## config.mk

```make
export PLATFORM = sky130hd
export DESIGN_NAME = conv2_ctrl
export DESIGN_NICKNAME = d
export VERILOG_FILES = /design/src/rtl/conv2_ctrl.sv
export SDC_FILE = /design/constraint.sdc
export NUM_CORES = 1
export LEC_CHECK = 0
export ABC_CLOCK_PERIOD_IN_PS = 4600
export CORE_MARGIN = 4
export CORE_UTILIZATION = 52
export DETAILED_ROUTE_END_ITERATION = 7
export GPL_TIMING_DRIVEN = 0
export PLACE_DENSITY = 0.83
export SETUP_SLACK_MARGIN = 0.05
export SYNTH_ARGS = -nofsm -noshare
export SYNTH_HDL_FRONTEND = slang
export SYNTH_SLANG_ARGS = --single-unit
```

## constraint.sdc

```tcl
create_clock -name clock -period 4.6 [get_ports clock]
set_input_delay 0.46 -clock clock [delete_from_list [all_inputs] [get_ports clock]]
set_output_delay 0.46 -clock clock [all_outputs]
set_load 0.01 [all_outputs]
```

## src/rtl/conv2_ctrl.sv

```systemverilog
// Sequencer for a single-MAC, stride-1, valid-mode 2D convolution: walks output pixels and kernel taps.
// Optional build macro CONV2_CTRL_PERF_EN adds a saturating 32-bit busy-cycle counter on port "cycles".
module conv2_ctrl #(
    parameter int SIZE    = 640,
    parameter int SIZEKer = 3,
    parameter int CW      = (SIZE > 1) ? $clog2(SIZE) : 1,
    parameter int KW      = (SIZEKer > 1) ? $clog2(SIZEKer) : 1
) (
    input  logic          clock,
    input  logic          reset,
    input  logic          start,
    output logic          img_rd_en,
    output logic [CW-1:0] img_row,
    output logic [CW-1:0] img_col,
    output logic [KW-1:0] ker_row,
    output logic [KW-1:0] ker_col,
    output logic          mac_en,
    output logic          mac_clr,
    output logic          mac_last,
    output logic          out_we,
    input  logic          out_ready,
    output logic [CW-1:0] out_row,
    output logic [CW-1:0] out_col,
    output logic          busy,
    output logic          done,
`ifdef CONV2_CTRL_PERF_EN
    output logic [31:0]   cycles,
`endif
    output logic [2:0]    state_dbg
);

    localparam int N = SIZE - SIZEKer + 1;
    localparam logic [CW-1:0] NLAST = CW'(N - 1);
    localparam logic [KW-1:0] KLAST = KW'(SIZEKer - 1);

    typedef enum logic [2:0] {
        IDLE  = 3'd0,
        RUN   = 3'd1,
        DRAIN = 3'd2,
        WRITE = 3'd3,
        DONE  = 3'd4
    } state_t;

    state_t state;
    state_t state_next;

    logic tap_clr;
    logic tap_adv;
    logic pix_clr;
    logic pix_adv;
    logic first_tap;
    logic last_tap;
    logic last_pix;

    assign first_tap = (ker_row == '0) && (ker_col == '0);
    assign last_tap  = (ker_row == KLAST) && (ker_col == KLAST);
    assign last_pix  = (out_row == NLAST) && (out_col == NLAST);

    always_ff @(posedge clock or posedge reset) begin
        if (reset) begin
            state <= IDLE;
        end else begin
            state <= state_next;
        end
    end

    always_comb begin
        state_next = state;
        tap_clr    = 1'b0;
        tap_adv    = 1'b0;
        pix_clr    = 1'b0;
        pix_adv    = 1'b0;
        case (state)
            IDLE: begin
                if (start) begin
                    state_next = RUN;
                    tap_clr    = 1'b1;
                    pix_clr    = 1'b1;
                end
            end
            RUN: begin
                tap_adv = 1'b1;
                if (last_tap) begin
                    state_next = DRAIN;
                end
            end
            DRAIN: begin
                state_next = WRITE;
            end
            WRITE: begin
                // Pixel coordinates stay frozen until the output buffer takes the write.
                if (out_ready) begin
                    if (last_pix) begin
                        state_next = DONE;
                        pix_clr    = 1'b1;
                    end else begin
                        state_next = RUN;
                        pix_adv    = 1'b1;
                    end
                end
            end
            DONE: begin
                state_next = IDLE;
            end
            default: begin
                state_next = IDLE;
            end
        endcase
    end

    always_ff @(posedge clock or posedge reset) begin
        if (reset) begin
            ker_row <= '0;
            ker_col <= '0;
        end else if (tap_clr) begin
            ker_row <= '0;
            ker_col <= '0;
        end else if (tap_adv) begin
            if (ker_col == KLAST) begin
                ker_col <= '0;
                ker_row <= (ker_row == KLAST) ? '0 : ker_row + KW'(1);
            end else begin
                ker_col <= ker_col + KW'(1);
            end
        end
    end

    always_ff @(posedge clock or posedge reset) begin
        if (reset) begin
            out_row <= '0;
            out_col <= '0;
        end else if (pix_clr) begin
            out_row <= '0;
            out_col <= '0;
        end else if (pix_adv) begin
            if (out_col == NLAST) begin
                out_col <= '0;
                out_row <= out_row + CW'(1);
            end else begin
                out_col <= out_col + CW'(1);
            end
        end
    end

    // Read data returns one cycle after the strobe, so the MAC controls trail it by one cycle.
    always_ff @(posedge clock or posedge reset) begin
        if (reset) begin
            mac_en   <= 1'b0;
            mac_clr  <= 1'b0;
            mac_last <= 1'b0;
        end else begin
            mac_en   <= img_rd_en;
            mac_clr  <= img_rd_en && first_tap;
            mac_last <= img_rd_en && last_tap;
        end
    end

    assign img_rd_en = (state == RUN);
    assign img_row   = out_row + CW'(ker_row);
    assign img_col   = out_col + CW'(ker_col);
    assign out_we    = (state == WRITE);
    assign busy      = (state == RUN) || (state == DRAIN) || (state == WRITE);
    assign done      = (state == DONE);
    assign state_dbg = state;

`ifdef CONV2_CTRL_PERF_EN
    always_ff @(posedge clock or posedge reset) begin
        if (reset) begin
            cycles <= '0;
        end else if ((state == IDLE) && start) begin
            cycles <= '0;
        end else if (busy && (cycles != 32'hFFFF_FFFF)) begin
            cycles <= cycles + 32'd1;
        end
    end
`endif

endmodule

```

==> run_1/floorplan.png <==
Bar = 20 µm. Pins as bars on the die edge. Tap cells in gray.
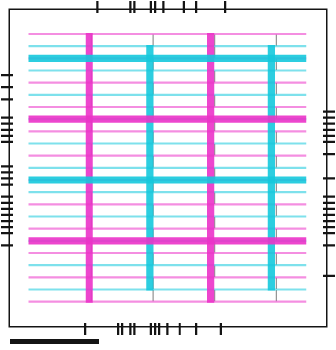
net	color
VSS	magenta
VDD	cyan
signal pins	58
rows	22

==> run_1/class_map.png <==
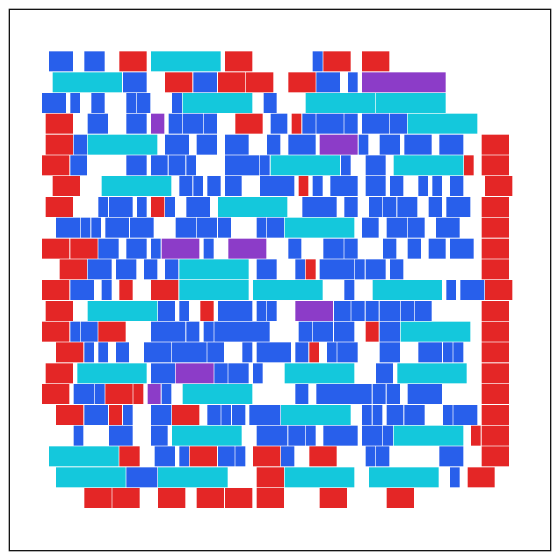
class	color	cells	share of their area
clock drivers and dummy loads	purple	8	4.0%
remaining logic cells	blue	189	45%
registers	cyan	30	28%
remaining buffers and delay cells	red	70	23%

==> run_1/clock_wires.png <==
Bar = 20 µm.
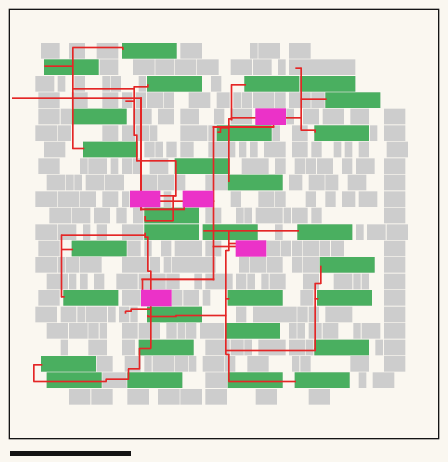
[flip-flops] green | count: 30
[clock-net drivers] magenta | count: 5
[clock wires] red | length: 442 µm
routed clock nets	6

==> run_1/layers.png <==
Bar = 20 µm. Two of the layers only.
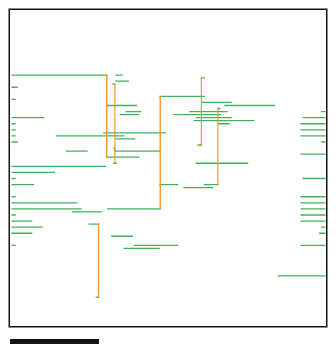
layer	color	wire length
M4	orange	110 µm
M3	green	406 µm

==> flow_summary_export.csv, run 1 <==
group,metric,value,unit
finish,clock_area_share,3.92,%
finish,buffers,70,
clock_network,htree_levels,2,
finish,comb.multi_input.count,176,
power,swShare,36.2,%
finish,most-common-layout-cells,"clkdlybuf4s50_1, dfrtp_1, nand2_1",
synthesis,async_reset_ff_share,100,%
finish,diodes,0,
floorplan,die_h,70.6,µm
grt,antenna_found_initial,0,
finish,sh_comb_area,42.5,%
clock_network,tritoncts,"done",
final_timing,max_freq,0.336,GHz
clock_network,post-cts-setup-buffers,0,
worst_setup_path,cp.depth,6,
clock_network,cts_root_buf,"clkbuf_8",
final_timing,hold_viol_final,0,
final_timing,max_slew_margin,22.5,%
power,pg_comb,479,µW
hold_path,hold_path.class,"reg -> reg",
worst_setup_path,reg2regPathDepth,5,
drt,drt-initial-drc-count,173,
drt,vias_per_cell,5.85,
worst_setup_path,end_kind,"output port",
final_timing,rsz0062_at_grt,"no",
placement,port_buffers,57,
synthesis,yosysWarnings,0,
worst_setup_path,r2r_setup_slack,2.30,ns
synthesis,synthFlopType,"dfrtp_1",
power,power_frac_comb,43.4,%
worst_setup_path,startpoint_type,"flip-flop",
power,power.clock.fraction,24.2,%
power,leakage,0.00115,µW
finish,design_area,0.00278,mm²
clock_network,cts-hold-fix-buffers,0,
drt,dr.pass1.iters,4,
floorplan,tap-cell-count,48,
status,status,"completed",
power,internal_power,704,µW
power,p_seq_share,32.4,%
worst_setup_path,path_delay_family,"adder cells",
final_timing,period_needed,2.98,ns
synthesis,xor_area_share,8.15,%
finish,drive_gt1_share,7.07,%
placement,place_area,0.00267,mm²
power,power_density,397,mW/mm²
floorplan,die_w,70.6,µm
final_timing,slew_viol_final,0,
synthesis,top_logic_kind,"simple AND/OR/NAND/NOR gates",
worst_setup_path,r2r_start,"state_dbg[1]$_DFFE_PP0P_",
finish,final_nets,310,
final_timing,fin_skew,0.00953,ns
final_timing,final.setup.tns,0,ns
worst_setup_path,endpoint,"img_row[8]",
synthesis,aoi_share,15.0,%
synthesis,fp_nets,246,
synthesis,synth_area,0.00204,mm²
synthesis,fa_ha_area_share,6.87,%
worst_setup_path,crit_path_max_incr_delay,0.56,ns
worst_setup_path,arrival,2.52,ns
worst_setup_path,worstSetupPathType,"reg -> out",
hold_path,min_to,"mac_clr$_DFF_PP0_",
-- run 1: layer usage --
| layer | track usage [%] | share of wire, % | vias up |
|---|---|---|---|
| met5 | 0 | 0 | - |
| met4 | 7.10 | 2.0 | 0 |
| met3 | 5.54 | 7.4 | 14 |
| met2 | 38.8 | 48 | 98 |
| met1 | 29.8 | 43 | 952 |
| li1 | - | - | 954 |
-- run 1: cells in the mapped netlist (7+ instances only) --
cell type | count | area share, %
nor2_1 | 19 | 3.5
inv_1 | 13 | 2.4
nand3_1 | 14 | 3.4
dfrtp_1 | 30 | 37
ha_1 | 8 | 4.9
or4_1 | 7 | 2.6
xor2_1 | 8 | 3.4
o21ai_0 | 9 | 2.2
xnor2_1 | 11 | 4.7
a21oi_1 | 16 | 3.9
nand2_1 | 20 | 3.7
clkbuf_1 | 7 | 1.3
==> run_1/clock_nets.png <==
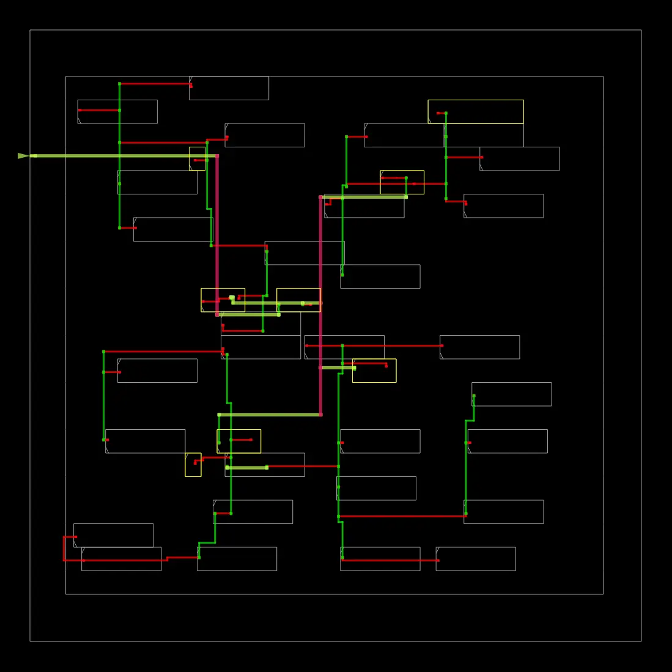

## Run 2: what changed since run 1
- ABC_CLOCK_PERIOD_IN_PS: 4600 -> 3100
- CORE_UTILIZATION: 52 -> 48
- PLACE_DENSITY: 0.83 -> 0.77
- clock period: 4.6 -> 3.1 ns (I/O delays scaled with it)
==> run_2/clock_nets.png <==
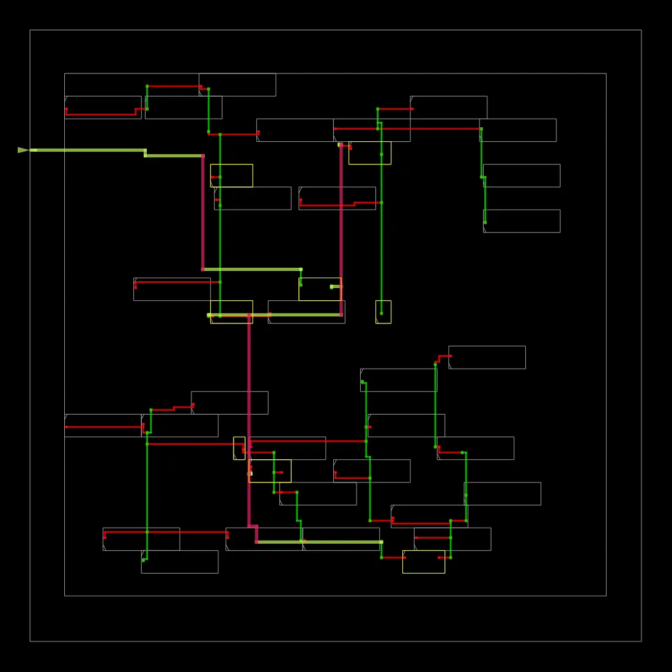
Sinks on Clock Net: 30
insertion delay to the later sink of the worst-skew pair: 0.28 ns
registers: 30

==> run_2/layers.png <==
Bar = 20 µm. Two of the layers only.
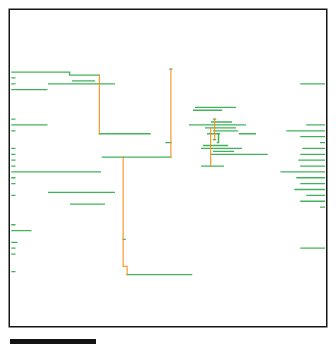
DR WL/cell: 15.1 µm
GRT Total Usage: 21.1%

==> run_2/floorplan.png <==
Bar = 20 µm. Pins as bars on the die edge. Tap cells in gray.
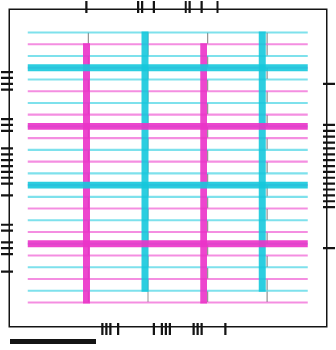
die x size: 73.2 µm
core area: 0.00406 mm²

==> run 2 against run 1 <==
Global-route usage shrank 2.1 points. Clock skew shrank 0.0039 ns. Register-to-register slack lost 1.4 ns. First-iteration DRC count grew 5.2%. Via count shrank 1.6%. Largest cell class unchanged. Synthesized cell count is the same. Worst setup slack lost 1.3 ns. Highest routed layer unchanged. Critical endpoint is now img_row[6]. Core utilization shrank 6.7 points. Final area shrank 0.54%. Count of clock-buffer cells in the layout grew 2.
==> flow_summary_export.csv, run 2 <==
group,metric,value,unit
status,status,"completed",
clock_network,numCtsBuffers,5,
clock_network,post-cts-setup-buffers,0,
worst_setup_path,cp_slowest_cell,"clkdlybuf4s50_1",
final_timing,fin_skew,0.00559,ns
placement,place_area,0.00267,mm²
synthesis,synthFlopType,"dfrtp_1",
drt,wl_met2,2490,µm
clock_network,cts-hold-fix-buffers,0,
hold_path,hold_path.class,"reg -> reg",
power,power_density,566,mW/mm²
synthesis,top_cell,"dfrtp_1",
worst_setup_path,arrival,2.44,ns
final_timing,slew_viol_final,0,
finish,final-seq-area,751,µm²
synthesis,synth_flop_count,30,
floorplan,die_area,0.00536,mm²
power,finalPower,1570,µW
drt,remaining_drc_errors,0,
clock_network,cts_resized,0,
synthesis,ys_seq_share,36.8,%
synthesis,async_reset_ff_share,100,%
drt,ant_nets,0,
synthesis,muxShareOfSynthArea,1.47,%
finish,diodes,0,
synthesis,yosysWarnings,0,
synthesis,aoi_share,15.0,%
worst_setup_path,cp.depth,6,
synthesis,topCellsByArea,"dfrtp_1, ha_1, xnor2_1",
synthesis,synth_area,0.00204,mm²
worst_setup_path,worstSetupPathType,"reg -> out",
drt,route.met3.wl,342,µm
grt,antenna_found_initial,0,
worst_setup_path,crit_path_max_incr_delay,0.56,ns
synthesis,fp_nets,246,
finish,finalNonFillerCells,347,
worst_setup_path,r2r_setup_slack,0.87,ns
hold_path,hold_depth,1,
worst_setup_path,setup.worst_path.start,"out_row[0]$_DFFE_PP0P_",
worst_setup_path,startpoint_type,"flip-flop",
clock_network,tritoncts,"done",
worst_setup_path,endpoint,"img_row[6]",
finish,logic_area,0.00118,mm²
clock_network,cts_root_buf,"clkbuf_8",
synthesis,netlist_top_cells_count,"dfrtp_1, nand2_1, nor2_1, a21oi_1, nand3_1",
drt,m1WireLength,2320,µm
worst_setup_path,worstReg2RegEnd,"out_row[8]$_DFFE_PP0P_",
placement,place_ws,0.638,ns
synthesis,top_logic_kind,"simple AND/OR/NAND/NOR gates",
synthesis,synthCells,232,
job,drv_cap,0,
drt,dr.pass1.iters,4,
power,leakage,0.00114,µW
finish,most-common-layout-cells,"clkdlybuf4s50_1, dfrtp_1, nand2_1",
worst_setup_path,path_cells,"ha_1 > inv_1 > fa_1 > nand2b_1 > xnor2_1 > clkdlybuf4s50_1",
worst_setup_path,critPathBufInv,2,
drt,highest_layer,"met4",
final_timing,worst_slew_pin_slew,1.18,ns
worst_setup_path,reg2regPathDepth,6,
hold_path,min_to,"mac_clr$_DFF_PP0_",
hold_path,min_from,"ker_row[0]$_DFFE_PP0P_",
clock_network,htree_levels,2,
finish,final_nets,310,
final_timing,period_needed,2.75,ns
synthesis,edf_count,0,
synthesis,xor_area_share,8.15,%
grt,grt_util_met3,4.55,%
grt,use_met1,28.8,%
worst_setup_path,cp.required,2.79,ns
final_timing,hold_viol_final,0,
synthesis,netlist.area_leader.share,36.8,%
worst_setup_path,end_kind,"output port",
grt,grt-busiest-layer,"met2",
drt,vias_per_cell,5.72,
final_timing,max_slew_margin,21.5,%
synthesis,synth_area_leader_cell,"dfrtp_1",
finish,design_area,0.00277,mm²
final_timing,rsz0062_at_grt,"no",
worst_setup_path,path_delay_family,"adder cells",
grt,grt_use_met2,33.1,%
final_timing,final.setup.tns,0,ns
placement,port_buffers,57,
placement,hpwl,3850,µm
synthesis,simple_gate_share,26.5,%
drt,drt-initial-drc-count,182,
final_timing,max_freq,0.364,GHz
finish,drive_gt1_share,6.73,%
drt,wirelength,5230,µm
floorplan,fp_util,50.3,%
worst_setup_path,r2r_start,"state_dbg[1]$_DFFE_PP0P_",
synthesis,fa_ha_area_share,6.87,%
placement,dp_cells,339,
floorplan,rows,23,
==> run 2: cell families (layout without fill, tap and decap cells) <==
kind of cell / Yosys count / in the layout
compound gates: 49 / 49
xor+xnor: 19 / 19
fa+ha+maj: 10 / 10
buf+inv: 26 / 91
flops: 30 / 30
mux: 3 / 3
simple gates: 95 / 95
==> run 2: layout make-up <==
| class | count | area share, % |
|---|---|---|
| Multi-Input combinational cell | 176 | 42.8 |
| Sequential cell | 30 | 27.1 |
| Timing Repair Buffer | 57 | 20.6 |
| Clock buffer | 7 | 3.12 |
| Tap cell | 50 | 2.26 |
| Buffer | 13 | 2.13 |
| Inverter | 13 | 1.76 |
| Clock inverter | 1 | 0.181 |
==> run 2: report_power, final <==
group          internal, µW  switching (µW)
clock network           179             153
logic                   354             351
registers               453            75.3
total                   986             579
==> run_2/class_map.png <==
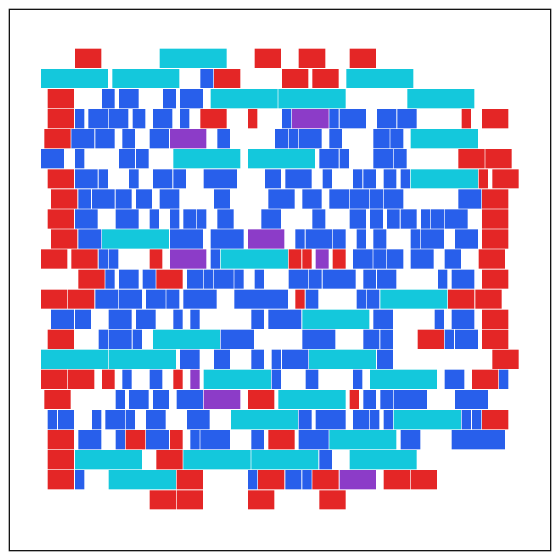

## Run 3: what changed since run 2
- CORE_UTILIZATION: 48 -> 49
- CTS_BUF_LIST: not set -> sky130_fd_sc_hd__clkbuf_4 sky130_fd_sc_hd__clkbuf_8
- HOLD_SLACK_MARGIN: not set -> 0.06
- PLACE_DENSITY: 0.77 -> 0.79
==> run_3/class_map.png <==
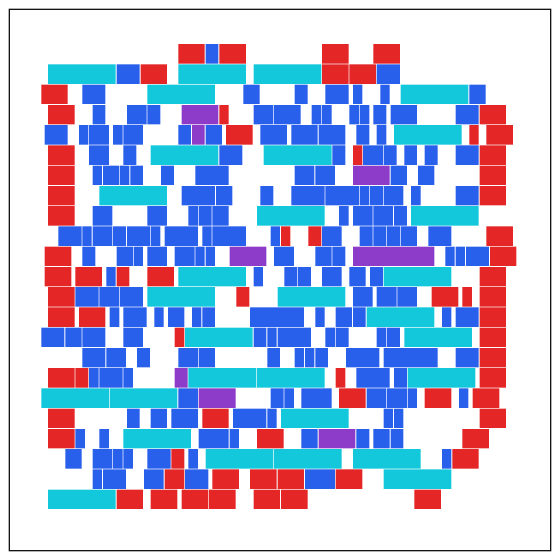
class	color	cells	share of their area
clock drivers and dummy loads	purple	8	4.0%
registers	cyan	30	28%
remaining logic cells	blue	189	45%
remaining buffers and delay cells	red	70	23%

==> run_3/floorplan.png <==
Bar = 20 µm. Pins as bars on the die edge. Tap cells in gray.
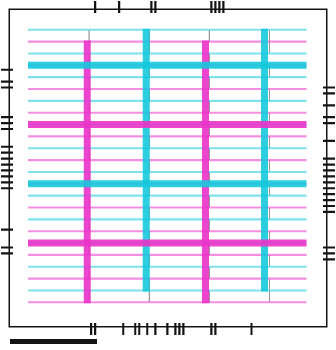
net	color
VDD	cyan
VSS	magenta
met4 straps	4
met5 straps	4

==> run_3/layers.png <==
Bar = 20 µm. Two of the layers only.
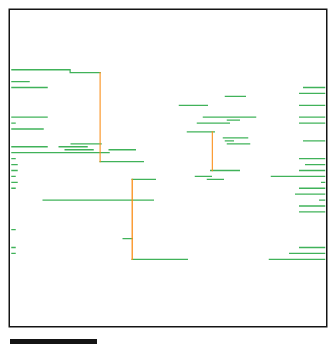
layer	color	wire length
M3	green	346 µm
M4	orange	47.6 µm

==> run 3 against run 2 <==
Critical path depth unchanged. Maximum frequency down 1.7%. Register-to-register slack worse by 0.04 ns. Critical path type unchanged. Critical endpoint unchanged.
==> flow_summary_export.csv, run 3 <==
group,metric,value,unit
hold_path,hold_depth,1,
synthesis,fa_ha_area_share,6.87,%
drt,route.met3.wl,345,µm
placement,place_area,0.00267,mm²
synthesis,xor_area_share,8.15,%
synthesis,top_logic_kind,"simple AND/OR/NAND/NOR gates",
clock_network,htree_levels,2,
finish,clock_area_share,3.91,%
drt,vias_per_cell,5.73,
final_timing,rsz0062_at_grt,"no",
drt,ant_nets,0,
synthesis,fp_nets,246,
power,internal_power,1040,µW
clock_network,numCtsBuffers,5,
power,pg_comb,700,µW
synthesis,synth_flop_count,30,
finish,seq_share,27.0,%
finish,final-seq-area,751,µm²
worst_setup_path,setup.worst_path.start,"out_row[0]$_DFFE_PP0P_",
drt,wirelength,5370,µm
placement,port_buffers,57,
worst_setup_path,endpoint,"img_row[6]",
finish,n_clock_buffer,5,
drt,m1WireLength,2340,µm
synthesis,netlist.area_leader.share,36.8,%
power,finalPower,1630,µW
final_timing,final.setup.tns,0,ns
final_timing,worst_slew_pin_slew,1.17,ns
power,power_frac_comb,42.9,%
hold_path,hold_path.class,"reg -> reg",
worst_setup_path,r2r_start,"state_dbg[1]$_DFFE_PP0P_",
synthesis,yosysWarnings,0,
final_timing,fin_skew,0.00383,ns
synthesis,top_cell,"dfrtp_1",
power,power.clock.fraction,24.5,%
synthesis,netlist_top_cells_count,"dfrtp_1, nand2_1, nor2_1, a21oi_1, nand3_1",
power,leakage,0.00115,µW
hold_path,min_from,"ker_row[0]$_DFFE_PP0P_",
finish,sh_comb_area,42.5,%
synthesis,edf_count,0,
clock_network,tritoncts,"done",
job,drv_cap,0,
clock_network,clock.latency.late_pin,0.29,ns
finish,buffers,70,
worst_setup_path,r2r_setup_slack,0.83,ns
worst_setup_path,path_cells,"ha_1 > inv_1 > fa_1 > nand2b_1 > xnor2_1 > clkdlybuf4s50_1",
power,power_density,586,mW/mm²
clock_network,cts_root_buf,"clkbuf_8",
worst_setup_path,reg2regPathDepth,5,
finish,design_area,0.00278,mm²
clock_network,cts_resized,0,
final_timing,period_needed,2.79,ns
worst_setup_path,arrival,2.48,ns
drt,dr.pass1.iters,4,
grt,grt_usage,22.0,%
floorplan,fp_util,51.0,%
synthesis,aoi_share,15.0,%
synthesis,synth_area,0.00204,mm²
floorplan,coreArea,0.00400,mm²
floorplan,rows,23,
drt,wl_per_cell,15.5,µm
placement,place_ws,0.589,ns
synthesis,muxShareOfSynthArea,1.47,%
power,maxPowerGroup,"combinational logic",
hold_path,min_to,"mac_clr$_DFF_PP0_",
status,status,"completed",
finish,comb.multi_input.count,176,
drt,drt-initial-drc-count,172,
worst_setup_path,worstReg2RegEnd,"out_row[2]$_DFFE_PP0P_",
worst_setup_path,cp_slowest_cell,"dfrtp_1",
finish,drive_gt1_share,7.07,%
finish,flop-count,30,
worst_setup_path,cp.depth,6,
finish,bufAreaShareNonClock,22.6,%
worst_setup_path,end_kind,"output port",
drt,remaining_drc_errors,0,
floorplan,die_w,72.5,µm
worst_setup_path,crit_path_max_incr_delay,0.56,ns
worst_setup_path,path_delay_family,"adder cells",
drt,highest_layer,"met4",
grt,antenna_found_initial,0,
synthesis,synthFlopType,"dfrtp_1",
drt,wl_met2,2630,µm
[run 3: cell count changes in the layout (fill, tap and decap cells not counted)]
cell       delta
clkbuf_8      -1
clkinv_2      +1
clkbuf_1      -1
bufinv_16     +1
[run 3: metal layers]
| metal | vias to the layer above | global-route usage (%) |
|---|---|---|
| met5 | - | 0 |
| met4 | 0 | 7.38 |
| met3 | 7 | 5.54 |
| met2 | 76 | 36.8 |
| met1 | 948 | 27.6 |
| li1 | 958 | - |
[run 3: cell families after synthesis]
kind of cell,after synthesis
compound gates,49
xor+xnor,19
fa+ha+maj,10
buf+inv,26
flops,30
mux,3
simple gates,95
[run 3: worst reg2reg max path, cell delays in order (launching register included)]
cell and delay (ns):
dfrtp_1 0.41, buf_2 0.19, nor4b_1 0.84, clkbuf_1 0.44
nor4_1 0.09, o21bai_1 0.18
Power is estimated from default activity; no workload was simulated.
